Fig. 1: wire density map
26 x 26 tiles, from black (low) to pale yellow (high), scaled to the fullest tile. Values are wire area over tile area, all layers added.
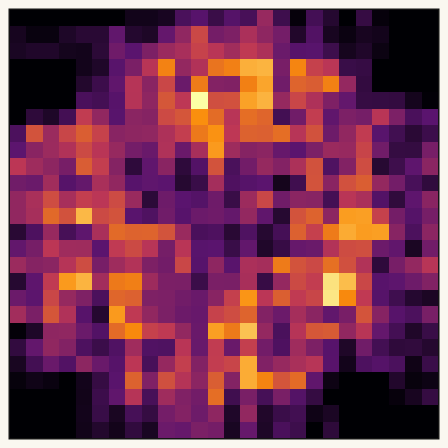
Fig. 2: cell density map
13 x 13 tiles, from black (low) to pale yellow (high), 0 to 100% covered.
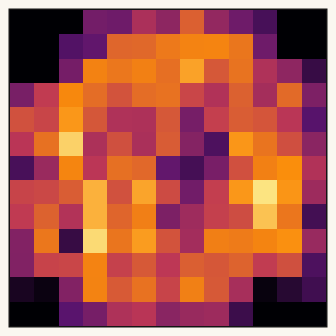
Fig. 3: placed standard cells
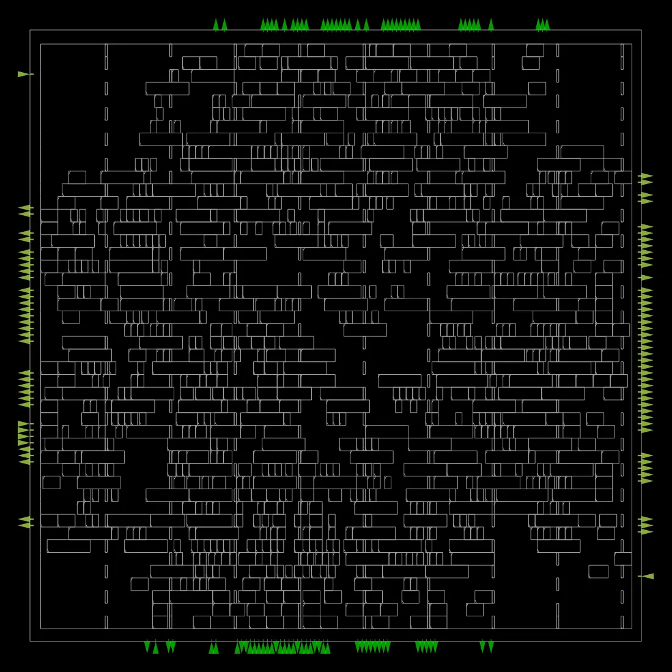
Fig. 4: met3 routing
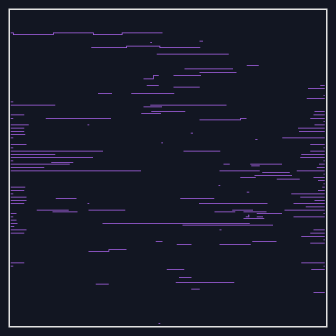
Fig. 5: wires at chosen ports, followed through buffers
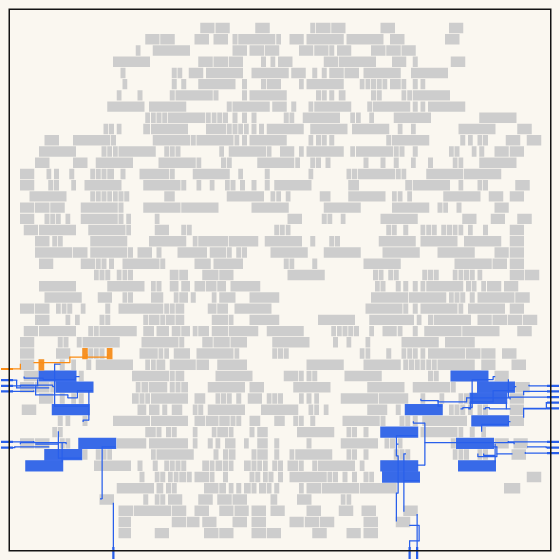
Design reg_file_write_port, sky130hd; sources not shown.
==> GITHUB_STEP_SUMMARY <==
### Metrics collected by this job

| Metric | Value |
|---|---|
| Max-area cell class | `flip-flops and latches` |
| # Post-CTS Setup Buffers | `0` |
| Cycle use final | `95.7%` |
| Internal cell power | `9320 µW` |
| Hold bufs inserted after CTS | `1` |
| R2R Setup Slk | `0.24 ns` |
| Post-cts resize count | `3` |
| Worst-path maximum fanout | `2` |
| Gr ovfl total | `0` |
| Wire length on met2 | `8460 µm` |
| Layout cells sized above 1 | `11.4%` |
| Reg area | `0.00340 mm²` |
| EDFF count, synth | `0` |
| Synth logic family | `simple AND/OR/NAND/NOR gates` |
| Detail Route Antenna Nets | `0` |
| TAP cells | `216` |
| Post-Synthesis Cell Area | `0.00563 mm²` |
| CP max-delay cell | `clkdlybuf4s50_1` |
| Worst reg2reg path depth | `8` |
| Xor+xnor area frac | `0%` |
| Largest stage delay, worst path | `0.63 ns` |
| Basic Gates by Area | `33.1%` |
| Sw Share | `41.4%` |
| Final setup fails | `0` |
| Clock power share | `21.2%` |
| Hold WC Path Type | `reg2reg` |
| Dominant cell area share | `60.0%` |
| Logic Gate Count | `481` |
| LEAKAGE | `0.00437 µW` |
| Layout area overhead | `48.5%` |
| Syn Nets | `691` |
| Final WS setup | `0.0826 ns` |
| Inverters, non-clock | `26` |
| Mux cell area share | `0%` |
| Power Clock | `3370 µW` |
| Fmax | `0.550 GHz` |
| # H-tree levels | `4` |
| Clock buffers | `20` |
| Sequential share of power | `29.4%` |
| Max-slew violations | `0` |
| RSZ-0062 raised after global routing | `no` |
| Status | `finished clean` |
| Die area | `0.0171 mm²` |
| First-pass GRT wire length | `27200 µm` |
| Post-Route Setup TNS | `0 ns` |
| Die span in y | `131 µm` |
| Hold Violations, Final | `0` |
| Synthesized netlist cell count | `664` |
| Seq. pwr | `4680 µW` |
| Comb power frac | `49.4%` |
| PD cells | `1900 mW/mm²` |
| Synth flops | `136` |
| P_comb | `7870 µW` |
| Synth Seq Share | `60.5%` |
| Number of global-route vias before repair | `4976` |
| Critical Path, Cell by Cell | `clkdlybuf4s50_1` |
| Dominant flop cell | `dfrtp_1` |
| Adder Area Share | `0.444%` |
| Cell taking the most area after synthesis | `dfrtp_1` |
| Drt pass-1 iters | `7` |
| Avg Synthesized Cell Area | `8.48 µm²` |
| Max layer used | `met4` |
| Worst path required time | `1.52 ns` |
| Clk pin slew, worst setup/hold paths | `0.06 ns` |
| DRT iter0 DRCs | `298` |
| Pwr Total | `15900 µW` |
| Comb. cell area | `0.00197 mm²` |
| Type of destination of the critical path | `output port` |
| Hold slack final | `0.467 ns` |
| Peak VDD IR | `0.851 mV` |
## Picture notes: Fig. 1
fullest tile	0.52
nearly empty tiles	11%
densest ninth of the die	top middle
tiles over half the peak	21%
mean over tiles	0.17
GRT Util Overall: 21.5%
drt wl/cell: 16.2 µm
routed vias: 4996

## Picture notes: Fig. 2
nearly empty tiles	9.5%
emptiest ninth of the die	top left
mean over tiles	47%
fullest tile	94%
tiles over 75% full	8.9%
post-layout util: 52.8%
Starting Density: 35.6%
core outline area: 0.0158 mm²

## Picture notes: Fig. 3
number of sequential cells: 136
fill cell count: 1436
Finished Layout Cells: 1085
row count: 46
Seq/total area: 40.7%

## Picture notes: Fig. 4
nets with wire on the layer	115
longest straight run	60.7 µm
Routed WL: 17600 µm
met3 Use GR: 5.42%

## Picture notes: Fig. 5
port	colour	bits	direction	end cells	buffers	wire
reg2_out	blue	16	output	16	16	428 µm
DRMUX	orange	1	input	3	1	24.3 µm
I/O pin cnt: 159
count of input and output buffers: 158

Power figures rest on the tool's default switching activity, not on a simulated workload.
